Design mouse_packet, sky130hd; sources not shown.
==> images/final_congestion.png <==
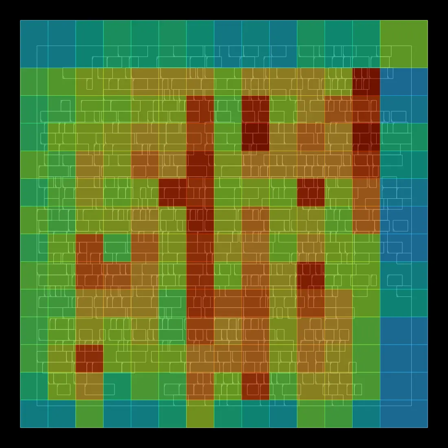
Global Route met2 Usage: 0.3773
met3 usage: 0.04339
busiest grt layer: met2

==> images/metal_stack.png <==
Scale bar: 20 microns. Two of the layers only.
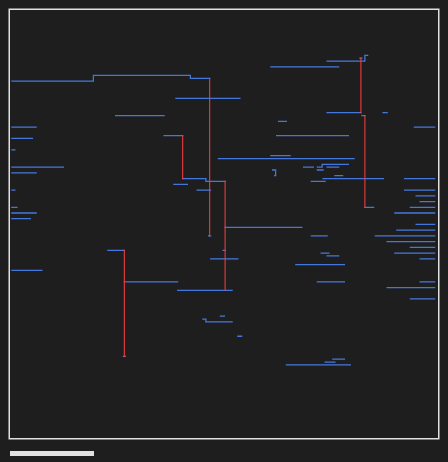
met4 -> red  # wire length 133 microns
met3 -> blue  # wire length 507 microns
GRT Overall Usage: 0.2211
Vias: 4111
drt wl/cell: 16.00 microns
final WL: 11.13 mm

==> images/registers.png <==
Scale bar: 20 microns. Other sequential cells in the stronger grey, the rest of the logic in the fainter grey.
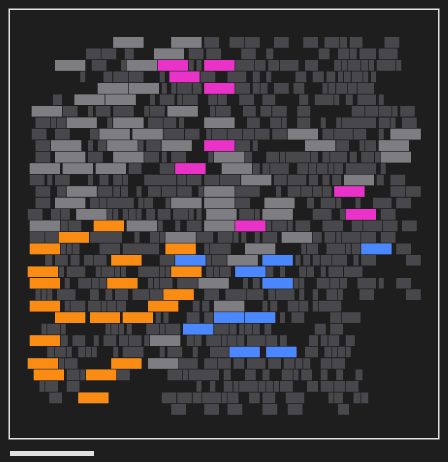
DX -> magenta  # sequential cells 9
cnt -> orange  # sequential cells 21
u_y_accum.Pos -> blue  # sequential cells 10
not coloured = 53
fin util: 0.6746
Flop area: 1862 sq um
Seq/total area: 0.3293
P_seq: 1.14 mW

==> images/cell_classes.png <==
Scale bar: 20 microns.
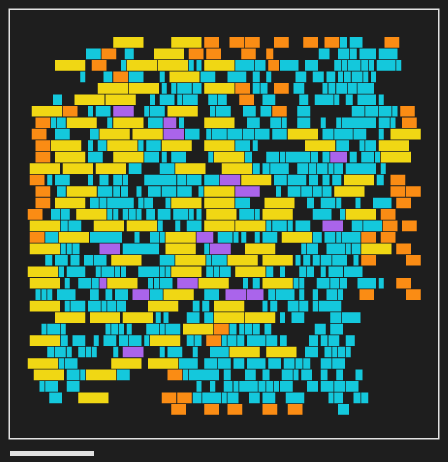
all other logic -> cyan  # cells 426, share of their area 53%
clock drivers and dummy loads -> purple  # cells 16, share of their area 3.6%
flip-flops -> yellow  # cells 93, share of their area 34%
other buffers and delay cells -> orange  # cells 56, share of their area 10%
num rows: 33
design area: 5654 sq um
core footprint: 8382 sq um

==> images/gate_families.png <==
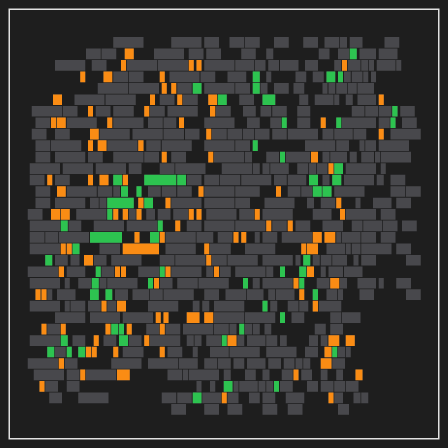
NAND gates -> green  # cells 60, most used nand2_1
NOR gates -> orange  # cells 112, most used nor2_1
most frequent logic cell in the layout: dfxtp_1
final cell count without fillers: 696
Comb area share: 0.4959

==> flow_summary.toml <==
# synthesis and place-and-route metrics
[run_status]
status = "finished, final reports clean"

[cts]
cts_tree = "done"
clkTransAtPathRegs_ns = 0.10
clk-insertion-delay-late_ns = 0.36
cts_root_buf = "clkbuf_8"
cts_max_level = 3
cts_sinks = 93
cts_made_buffers = 9

[sta]
tns_ns = 0
rsz0062_at_grt = "false"
setup_violations = 0
max_freq_mhz = 343.1
maxSlewViolCount = 0
max_slew_margin = 0.5368

[critical_path]
r2r_slack_ns = 0.39
critPathBufInv = 1
criticalPathCategory = "flop to flop"
startpoint_type = "flop"
crit_required_ns = 3.46
r2r_cells = 10
cp_max_fo = 7
crit_path_top_delay_cell = "dfxtp_1"
critPathCaptureType = "flop"
cp.depth = 10
arrival_ns = 3.08
crit_path_cell_trace = "ha_1 > inv_1 > fa_1 > nand2b_1 > a21oi_1 > nor2_1 > o31ai_2 > mux2i_4 > a31oi_2 > a221o_1"

[flow_run]
openroad.warnings = 29

[logic_synthesis]
ys_warn_count = 0
floorplan.nets = 575
ys_types = 68
yosysCellCount = 538
syn_inst = 538
syn-cell-area_sq_um = 4900
synth-seq-area-share = 0.3800

[grt]
grt-ovfl-total = 0
grt_max_degree = 68
grt_pass1_vias = 3944
grt_pass1_wl_mm = 18.42

[finish]
fillCellCount = 677
antennaDiodeCount = 0
final_cell_mix = "dfxtp_1, nor2_1, clkdlybuf4s50_1"
syn2layout_area_growth_pct = 15.40

[route]
ant_nets = 0
dr.pass1.iters = 5
drt_iter0_markers = 184
viasPerCell = 5.907
drc = 0

[placed_design]
portBuffers = 55
dpl_cell_area_sq_um = 5455

[pwr]
peakVddDrop_v = 0.0003327
leakage_nw = 2.307
power_density_nw_per_um2 = 342.4

[min_path]
hold_path_class = "flop to flop"

[floorplan]
die-area_sq_um = 10310
io_pins = 56
[cells by family after synthesis]
group / share of synthesized area
AND-OR/OR-AND: 0.1606
XOR/XNOR: 0.05363
AND/OR/NAND/NOR: 0.2043
adder cells (fa/ha/maj): 0.06946
buffers and inverters: 0.04775
flip-flops: 0.3800
multiplexers: 0.08427
[routing by layer]
layer / global-route usage / wire length, microns
met5: 0 / 0
met4: 0.07157 / 133
met3: 0.04339 / 506
met2: 0.3773 / 5533
met1: 0.2812 / 4959
[where the power goes]
part	leakage, nW	internal [mW]	switching, mW	total, mW
logic	1.45	0.0228	0.0309	0.0537
clock network	0.104	0.302	0.438	0.740
registers	0.752	1.13	0.0109	1.14
total	2.31	1.46	0.480	1.94
[metrics by stage]
step / util / setup slack (ns)
after floorplan: - / 0.2640
after global placement: 0.6508 / 0.5197
final: 0.6746 / 0.3850
after CTS: 0.6746 / 0.3919
after global routing: 0.6746 / 0.1986
after detailed placement: 0.6508 / 0.4229
[cell type report]
class	instances	area, sq um	area share
clock buffers	9	123.9	0.02191
clock inverters	7	75.07	0.01328
inverters	28	105.1	0.01859
multi-input cells	398	2804	0.4959
flip-flops and latches	93	1862	0.3293
well taps	105	131.4	0.02324
repair buffers	56	553.0	0.09781
[synthesized netlist by cell type, drive strengths merged (5+ instances only)]
cell	instances	area, sq um
dfxtp	93	1862
nor2	83	311.6
mux2i	40	412.9
a21oi	31	170.2
inv	28	105.1
nand2	26	100.1
ha	24	300.3
o21ai	20	103.9
xor2	18	157.7
nand3	16	92.59
nor2b	14	87.58
xnor2	12	105.1
a211oi	10	80.07
buf	9	81.33
nand4	9	86.33
a21o	8	60.06
clkbuf	8	30.03
nand2b	8	50.05
o31ai	7	57.55
o21a	6	45.04
and3	5	32.53
o211ai	5	42.54
Power is estimated from default activity; no workload was simulated.
